**src/rtl/serial_adder_if.sv**
```systemverilog
// Request/result bundle for the bit-serial adder.
// The master drives operands and start; the slave returns status and result.
interface serial_adder_if #(
    parameter int WIDTH = 8
);
    logic             start;
    logic [WIDTH-1:0] A;
    logic [WIDTH-1:0] B;
    logic             Cin;
    logic             busy;
    logic             done;
    logic [WIDTH-1:0] Sum;
    logic             Cout;

    modport master (
        output start, A, B, Cin,
        input  busy, done, Sum, Cout
    );

    modport slave (
        input  start, A, B, Cin,
        output busy, done, Sum, Cout
    );
endinterface

```
**src/rtl/serial_adder.sv**
```systemverilog
// Bit-serial WIDTH-bit adder: one full-adder slice built from two half adders,
// processing LSB first with a registered carry between cycles.
module serial_adder #(
    parameter int WIDTH = 8,
    parameter int CNT_W = $clog2(WIDTH + 1)
) (
    input logic           clk,
    input logic           rst,
    serial_adder_if.slave bus
);
    typedef enum logic [1:0] {
        IDLE,
        RUN,
        DONE
    } state_t;

    state_t state;
    state_t state_nxt;

    logic [WIDTH-1:0] sa;
    logic [WIDTH-1:0] sb;
    logic [WIDTH-1:0] sreg;
    logic [WIDTH-1:0] sum_nxt;
    logic [WIDTH-1:0] sum_q;
    logic [CNT_W-1:0] cnt;
    logic             carry;
    logic             cout_q;
    logic             load;
    logic             last;
    logic [1:0]       ha0;
    logic [1:0]       ha1;
    logic             s;
    logic             c;

    // {carry, sum} of a single half-adder cell
    function automatic logic [1:0] ha(input logic a, input logic b);
        return {a & b, a ^ b};
    endfunction

    assign ha0  = ha(sa[0], sb[0]);
    assign ha1  = ha(ha0[0], carry);
    assign s    = ha1[0];
    assign c    = ha0[1] | ha1[1];
    assign last = (cnt == CNT_W'(WIDTH - 1));

    // The new bit enters at the MSB so the word is aligned after WIDTH shifts
    if (WIDTH == 1) begin : g_w1
        assign sum_nxt = s;
    end else begin : g_wn
        assign sum_nxt = {s, sreg[WIDTH-1:1]};
    end

    always_ff @(posedge clk) begin
        if (rst) begin
            state <= IDLE;
        end else begin
            state <= state_nxt;
        end
    end

    always_comb begin
        state_nxt = state;
        load      = 1'b0;
        unique case (state)
            IDLE: begin
                if (bus.start) begin
                    load      = 1'b1;
                    state_nxt = RUN;
                end
            end
            RUN: begin
                if (last) begin
                    state_nxt = DONE;
                end
            end
            DONE: begin
                if (bus.start) begin
                    load      = 1'b1;
                    state_nxt = RUN;
                end else begin
                    state_nxt = IDLE;
                end
            end
            default: state_nxt = IDLE;
        endcase
    end

    always_ff @(posedge clk) begin
        if (rst) begin
            sa     <= '0;
            sb     <= '0;
            sreg   <= '0;
            carry  <= 1'b0;
            cnt    <= '0;
            sum_q  <= '0;
            cout_q <= 1'b0;
        end else if (load) begin
            sa    <= bus.A;
            sb    <= bus.B;
            carry <= bus.Cin;
            sreg  <= '0;
            cnt   <= '0;
        end else if (state == RUN) begin
            sa    <= sa >> 1;
            sb    <= sb >> 1;
            carry <= c;
            sreg  <= sum_nxt;
            cnt   <= cnt + CNT_W'(1);
            if (last) begin
                sum_q  <= sum_nxt;
                cout_q <= c;
            end
        end
    end

    assign bus.busy = (state == RUN);
    assign bus.done = (state == DONE);
    assign bus.Sum  = sum_q;
    assign bus.Cout = cout_q;
endmodule

```
**src/flat_wrapper.sv**
```systemverilog
// flat-port wrapper written by rule: the top's interface ports become plain ports
module serial_adder_flat 
#(
    parameter int WIDTH = 8,
    parameter int CNT_W = $clog2(WIDTH + 1)
)
  (clk, rst, bus_start, bus_A, bus_B, bus_Cin, bus_busy, bus_done, bus_Sum, bus_Cout);
  serial_adder_if #(.WIDTH(WIDTH)) bus_i ();
  input logic clk;
  input logic rst;
  input wire logic [$bits(bus_i.start)-1:0] bus_start;
  input wire logic [$bits(bus_i.A)-1:0] bus_A;
  input wire logic [$bits(bus_i.B)-1:0] bus_B;
  input wire logic [$bits(bus_i.Cin)-1:0] bus_Cin;
  output wire logic [$bits(bus_i.busy)-1:0] bus_busy;
  output wire logic [$bits(bus_i.done)-1:0] bus_done;
  output wire logic [$bits(bus_i.Sum)-1:0] bus_Sum;
  output wire logic [$bits(bus_i.Cout)-1:0] bus_Cout;
  assign bus_i.start = bus_start;
  assign bus_i.A = bus_A;
  assign bus_i.B = bus_B;
  assign bus_i.Cin = bus_Cin;
  assign bus_busy = bus_i.busy;
  assign bus_done = bus_i.done;
  assign bus_Sum = bus_i.Sum;
  assign bus_Cout = bus_i.Cout;
  serial_adder #(.WIDTH(WIDTH), .CNT_W(CNT_W)) u_core (.clk(clk), .rst(rst), .bus(bus_i));
endmodule
```
**config.mk**
```make
export PLATFORM = sky130hd
export DESIGN_NAME = serial_adder_flat
export DESIGN_NICKNAME = d
export VERILOG_FILES = /design/src/rtl/serial_adder_if.sv /design/src/rtl/serial_adder.sv /design/src/flat_wrapper.sv
export SDC_FILE = /design/constraint.sdc
export NUM_CORES = 1
export LEC_CHECK = 0
export ABC_AREA = 1
export CAP_MARGIN = 5
export CORE_UTILIZATION = 40
export DETAILED_ROUTE_END_ITERATION = 16
export PLACE_DENSITY_LB_ADDON = 0.12
export SYNTH_ARGS = -nofsm -noshare
export SYNTH_HDL_FRONTEND = slang
export SYNTH_SLANG_ARGS = --single-unit
export TNS_END_PERCENT = 30
```
**constraint.sdc**
```tcl
create_clock -name clk -period 1.15 [get_ports clk]
set_input_delay 0.23 -clock clk [delete_from_list [all_inputs] [get_ports clk]]
set_output_delay 0.23 -clock clk [all_outputs]
set_load 0.01 [all_outputs]
```
==> summary.txt, run 1 <==
run metrics: Tcrit/Tclk final=0.992, Signal inverters=36, Leading power group=registers, Top Layout Cells=nand2_1 (64), dfxtp_1 (34), nand3_1 (31), Cell Int Power=2050 uW, switching share of power=0.271, hold-fix buffers at CTS=0, Compound Share, Synth=0.0789, Biggest Area Class=multi-input combinational cells, design area=2400 um2, outcome=finished clean, crit path max fanout=3, post-synthesis sequential area ratio=0.443, Die Wd=68.3 um, largest family of logic cells by area=simple AND/OR/NAND/NOR gates, Hold Path Class=in -> reg, total track usage=0.173, Min Hold Slack=453 ps, DRC=0, DIE AREA=4670 um2, clk_lat worst skew=290 ps, number of clock buffers in the layout=5, GRT Max-Usage Layer=met2, Clock Skew=6.07 ps, clock sink total=39, fraction of area in non-clock buffers=0.211, I/O pin total=31, met2 wire len=1770 um, and+or+nand+nor area frac=0.321, Fill cells=409, global route overflow=0, Final #Nets=318, Post-Syn Area per Cell=between 7 and 8 um2, initial antenna violation count=0, CTS clk-pin slew, worst paths=70 ps, Critical Path RT=920 ps, Port Buf Inserts=30, Die Height=68.3 um, worst path bufs/invs=2, CTS max path bufs=2, final setup margin=9.63 ps, Worst setup endpoint=bus_busy, FMAX=877 MHz, TAP cells=50, antenna cell count=0, leading cell types by count after synthesis=nand2_1 (66), dfxtp_1 (39), nand3_1 (32), inv_1 (31), nor2_1 (28), slowest stage cell, crit path=dfxtp_4, Initial Util=0.428, Seq group=approximately 1500 uW, Comb power=464 uW, Slew HR=0.828, HPWL Detailed=2560 um, first-pass GRT wire length=about 6000 um, clock tree from TritonCTS=yes, Yosys chip area=~1800 um2, # Cells Yosys=roughly 250, Flop Count=39, Pwr Density=about 1200 nW/um2, total power=2820 uW, largest net degree at the start of global routing=26, setup TNS=0 ps, critical path launch point type=flip-flop, fin crit period=1140 ps, 1st-pass router iterations=4, Multi-In Gates=162, WL met3=between 100 and 150 um, combinational share of cell area=0.336, Post-synth EDFFs=0, OpenROAD warnings=28
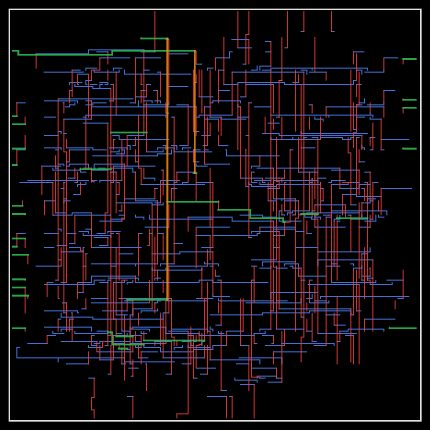
**Above:** run 1 (wiring by layer).
Scale: 6 px per um.
metal 4: drawn in orange, wire length 63.9 um. metal 3: drawn in green, wire length 142 um. metal 2: drawn in red, wire length 1770 um. metal 1: drawn in blue, wire length 1600 um.
Routed Wire Length: 3580 um
Routed WL per cell: 10.3 um

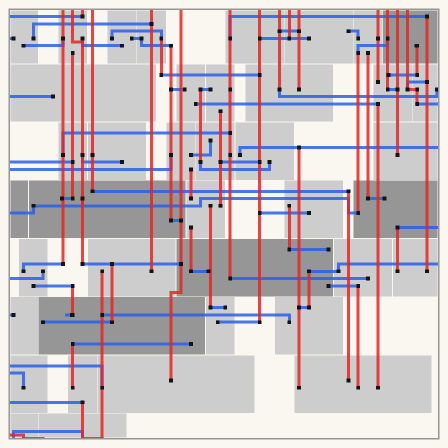
**Above:** run 1 (zoomed window).
Window x 41 to 61, y 7 to 27 um. Cells in grey, sequential cells in the stronger grey; small squares are vias.
metal 1: drawn in blue. metal 2: drawn in red.
Most frequent: buf_4 (7), nand2_1 (6), nor2_1 (4). Netlist names of flops here include u_core.cnt (3), u_core.state (1). 34 logic cells have their middle in the window. Sequential cells in the window: 4.

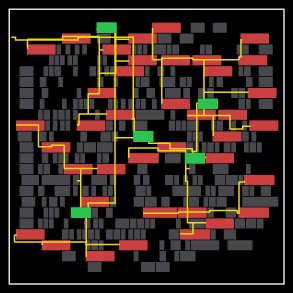
**Above:** run 1 (routed clock nets over the placement).
Scale: 4 px per um.
clock wires: drawn in yellow, length 508 um. flip-flops: drawn in red, count 39. clock drivers: drawn in green, count 5.
Position of the flops: spread over the die. There are 6 routed clock nets.

**Run 1: routing congestion**

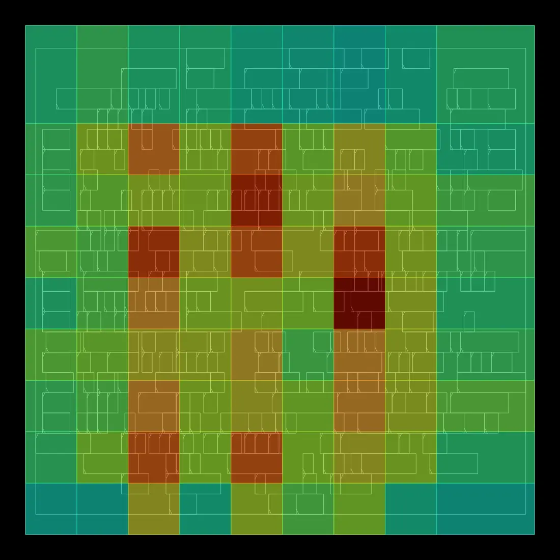

==> run 2, diff against run 1 <==
- CTS_CLUSTER_DIAMETER: unset -> 150
- MAX_ROUTING_LAYER: unset -> met4
- SLEW_MARGIN: unset -> 25
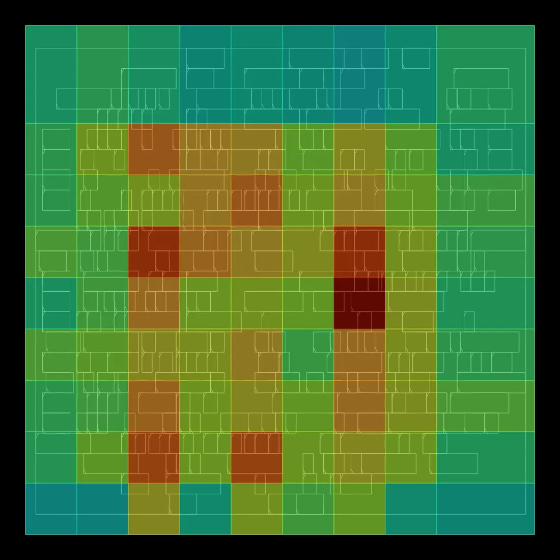
**Above:** run 2 (routing congestion).
Finished Core Util: 0.581
Routed WL per cell: 10.3 um

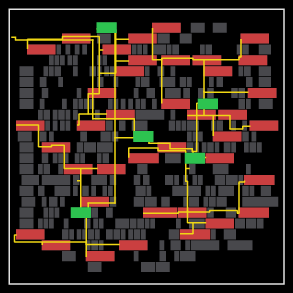
**Above:** run 2 (routed clock nets over the placement).
Scale: 4 px per um.
clock drivers: drawn in green, count 5. flip-flops: drawn in red, count 39. clock wires: drawn in yellow, length 506 um.
Position of the flops: spread over the die. There are 6 routed clock nets.
clock-net power: 899 uW
clk_lat worst skew: 290 ps
Clk pwr share: 0.319
Clock Skew: 6.13 ps

==> summary.txt, run 2 <==
run metrics: HP Start=bus_start, Final Hold Viols=0, mux share=0, critical path class=reg -> out, Register Area=790 um2, Crit path arrival time=roughly 910 ps, Seq area share=0.330, max-slew violations=0, Multi-In Gates=162 (unchanged), Leading power group=registers, leading cell types by count after synthesis=nand2_1 (66), dfxtp_1 (39), nand3_1 (32), inv_1 (31), nor2_1 (28), final-report setup violation count=0, hold-fix buffers at CTS=0 (unchanged), post-cts sizing count=28, outcome=finished clean, GR Util met3=0.0400, Post-Syn Area per Cell=7.10 um2 (unchanged), total power=2820 uW (about the same), Root Buffer=clkbuf_8, P&R area growth vs syn=35.8%, fin crit period=1140 ps (-0.00655 ps), placed cell areas=2210 um2, switching share of power=0.271 (about the same), Cell Int Power=2050 uW (unchanged), crit path max fanout=3 (unchanged), met2 wire len=1770 um (-0.11%), r2r setup slk=20 ps, worst slack, placed=-365 ps, and+or+nand+nor area frac=0.321 (unchanged), Port Buf Inserts=30 (unchanged), first-pass GRT wire length=5920 um (+0.12%), GR Util met1=0.203, hold path depth=4, Comb power=464 uW (about the same), combinational share of cell area=0.337 (+0.000880), syn nets=between 200 and 300, clock tree from TritonCTS=yes, largest net degree at the start of global routing=26 (unchanged), total core area=4120 um2, Final #Nets=318 (unchanged), capturing point of the worst reg2reg path=u_core.bus.Cout, Signal inverters=36 (unchanged), initial antenna violation count=0 (unchanged), Routed Wire Length=3580 um (about the same), Compound Share, Synth=0.0789 (unchanged), Die Wd=68.3 um (unchanged), slowest stage cell, crit path=dfxtp_4, Seq group=1450 uW (about the same), RSZ-0062 raised after global routing=yes, fraction of area in non-clock buffers=0.209 (-0.00206), design area=2390 um2 (-0.26%), Hold Path Class=in -> reg, Worst setup endpoint=bus_busy, largest family of logic cells by area=simple AND/OR/NAND/NOR gates, Synthesized registers=39, Flop Count=39 (unchanged), CTS H-tree lvls=2, most frequent cell after synthesis=nand2_1, GRT Max-Usage Layer=met2, post-CTS setup buffer count=0, dominant logic cell type in the layout=nand2_1, Syn Std Cell Area=1760 um2, Inst Count DP=338, Avg Vias per Cell=4.63, Area leader share=0.443, total track usage=0.178 (+0.00496), CP Capture Type=primary output, Min Hold Slack=453 ps (+0.0220 ps), Post-synth EDFFs=0 (unchanged), Syn Inst Count=approximately 250, vias after detailed routing=1607, row cnt=23, Slew HR=0.828 (unchanged), met2 Usage GRT=0.293, GPL Wtd Cong=0.742, clock sink total=39 (unchanged), Tcrit/Tclk final=0.992 (about the same), OpenROAD warnings=28 (unchanged), post-synthesis sequential area ratio=0.443 (unchanged), critical path launch point type=flip-flop, HPWL Detailed=2560 um (unchanged), Gate power share=0.165, DIE AREA=4670 um2 (unchanged), worst path bufs/invs=2 (unchanged), DRC=0 (unchanged), largest area contributor in the netlist=dfxtp_1, Pwr Density=1180 nW/um2 (+0.26%), cell family with most CP delay=flip-flops, max layer used=met4, TAP cells=50 (unchanged), Biggest Area Class=multi-input combinational cells, yosys warns=0, CTS max path bufs=2 (unchanged), share of cells above drive strength 1=0.189, initial DRC count=between 60 and 70, final setup margin=9.64 ps (+0.00655 ps), Initial Util=0.428 (unchanged), FMAX=877 MHz (about the same), worst setup path startpoint=u_core.state[0], Yosys chip area=1760 um2 (unchanged), setup TNS=0 ps (unchanged), Top Layout Cells=nand2_1 (64), dfxtp_1 (34), nand3_1 (31), Unique cell types=26, WHS Endpoint=u_core.sa[7], Layout Cells excl Fill=~350, Area contributors post-synth=dfxtp_1 (44%), nand2_1 (14%), nand3_1 (9.1%), Dominant Register Cell=dfxtp_1, number of clock buffers in the layout=5 (unchanged), critical path's largest stage delay=370 ps, I/O pin total=31 (unchanged), WP depth=3, Lkg Pwr=about 0.0011 uW, cts bufs inserted=5, Cell Chain, Critical Path=nand2_4, clkinv_4, clkbuf_2, Seq pwr share=0.516, global route overflow=0 (unchanged), Fill cells=405 (-0.98%), Detail Route Antenna Nets=0, Die Height=68.3 um (unchanged), Multi-input gate area=806 um2, antenna cell count=0 (unchanged), 1st-pass router iterations=4 (unchanged), Max-Cap Viols=0, CTS clk-pin slew, worst paths=70 ps (about the same), Critical Path RT=920 ps (about the same), Signal buffers=52, WL met3=142 um (+0.71%), # Cells Yosys=248 (unchanged), ys async rst share=0, Worst Max-Slew Pin Slew=258 ps
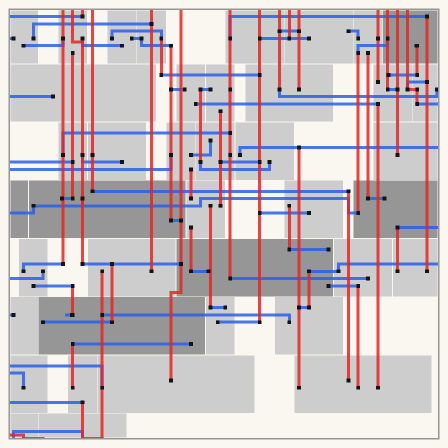
**Above:** run 2 (zoomed window).
Window x 41 to 61, y 7 to 27 um. Cells in grey, sequential cells in the stronger grey; small squares are vias.
metal 2: drawn in red. metal 1: drawn in blue.
Sequential cells in the window: 4. 34 logic cells have their middle in the window. Most frequent: buf_4 (7), nand2_1 (6), nor2_1 (4). Netlist names of flops here include u_core.cnt (3), u_core.state (1).

==> run 3, diff against run 2 <==
- TNS_END_PERCENT: 30 -> 5
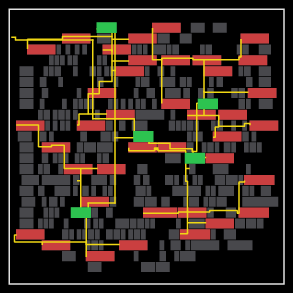
**Above:** run 3 (routed clock nets over the placement).
Scale: 4 px per um.
clock drivers: drawn in green, count 5. flip-flops: drawn in red, count 39. clock wires: drawn in yellow, length 500 um.
There are 6 routed clock nets. Position of the flops: spread over the die.

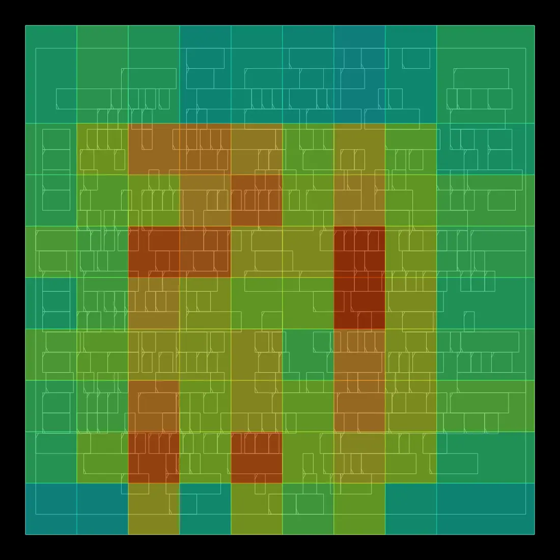
**Above:** run 3 (routing congestion).
Finished Core Util: 0.580
total track usage: 0.178

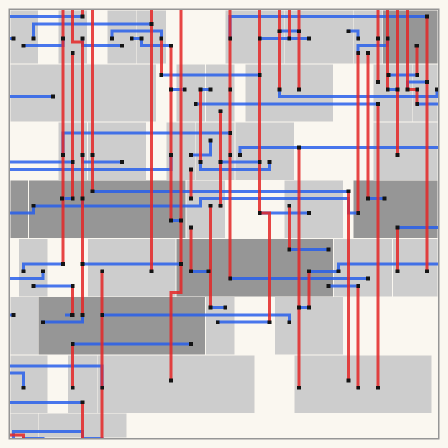
**Above:** run 3 (zoomed window).
Window x 41 to 61, y 7 to 27 um. Cells in grey, sequential cells in the stronger grey; small squares are vias.
metal 1: drawn in blue. metal 2: drawn in red.
Netlist names of flops here include u_core.cnt (3), u_core.state (1). 34 logic cells have their middle in the window. Sequential cells in the window: 4. Most frequent: buf_4 (7), nand2_1 (6), nor2_1 (4).

==> summary.txt, run 3 <==
run metrics: outcome=finished clean, first-pass GRT wire length=5920 um (unchanged), # Cells Yosys=248 (unchanged), total core area=4120 um2 (unchanged), HPWL Detailed=2560 um (unchanged), Cell Chain, Critical Path=nand2_4, clkinv_4, clkbuf_2, Detail Route Antenna Nets=0 (unchanged), met2 wire len=1760 um (-0.68%), fin crit period=1140 ps (-0.665 ps), combinational share of cell area=0.336 (-0.000867), capturing point of the worst reg2reg path=u_core.bus.Cout, P&R area growth vs syn=35.5%, fraction of area in non-clock buffers=0.209 (+0.000438), post-synthesis sequential area ratio=0.443 (unchanged), Area contributors post-synth=dfxtp_1 (44%), nand2_1 (14%), nand3_1 (9.1%), global route overflow=0 (unchanged), max layer used=met4, largest area contributor in the netlist=dfxtp_1, Top Layout Cells=nand2_1 (64), dfxtp_1 (35), nand3_1 (31), Routed Wire Length=3580 um (about the same), post-CTS setup buffer count=0 (unchanged), largest family of logic cells by area=simple AND/OR/NAND/NOR gates, r2r setup slk=20 ps (about the same), Post-synth EDFFs=0 (unchanged), clock-net power=897 uW (about the same), final-report setup violation count=0 (unchanged), antenna cell count=0 (unchanged), clock tree from TritonCTS=yes, Port Buf Inserts=30 (unchanged), worst setup path startpoint=u_core.state[0], DRC=0 (unchanged), Avg Vias per Cell=4.66 (+0.62%), final setup margin=10.3 ps (+0.665 ps), hold path depth=4 (unchanged), Dominant Register Cell=dfxtp_1, row cnt=23 (unchanged), I/O pin total=31 (unchanged), ys async rst share=0 (unchanged), Compound Share, Synth=0.0789 (unchanged), CP Capture Type=primary output, Layout Cells excl Fill=347 (unchanged), initial antenna violation count=0 (unchanged), placed cell areas=2210 um2 (unchanged), Die Height=68.3 um (unchanged), total power=2820 uW (about the same), vias after detailed routing=1617 (+0.62%), Tcrit/Tclk final=0.991 (about the same), Unique cell types=26 (unchanged), switching share of power=0.271 (-0.000328), WL met3=139 um (-2.1%), Crit path arrival time=910 ps (about the same), Syn Std Cell Area=1760 um2 (unchanged), 1st-pass router iterations=4 (unchanged), Comb power=464 uW (about the same), Yosys chip area=1760 um2 (unchanged), number of clock buffers in the layout=5 (unchanged), Worst setup endpoint=bus_busy, design area=2390 um2 (-0.21%), critical path launch point type=flip-flop, Initial Util=0.428 (unchanged), and+or+nand+nor area frac=0.321 (unchanged), cell family with most CP delay=flip-flops, Seq pwr share=0.516 (about the same), WP depth=3 (unchanged)
Power is estimated from default activity; no workload was simulated.
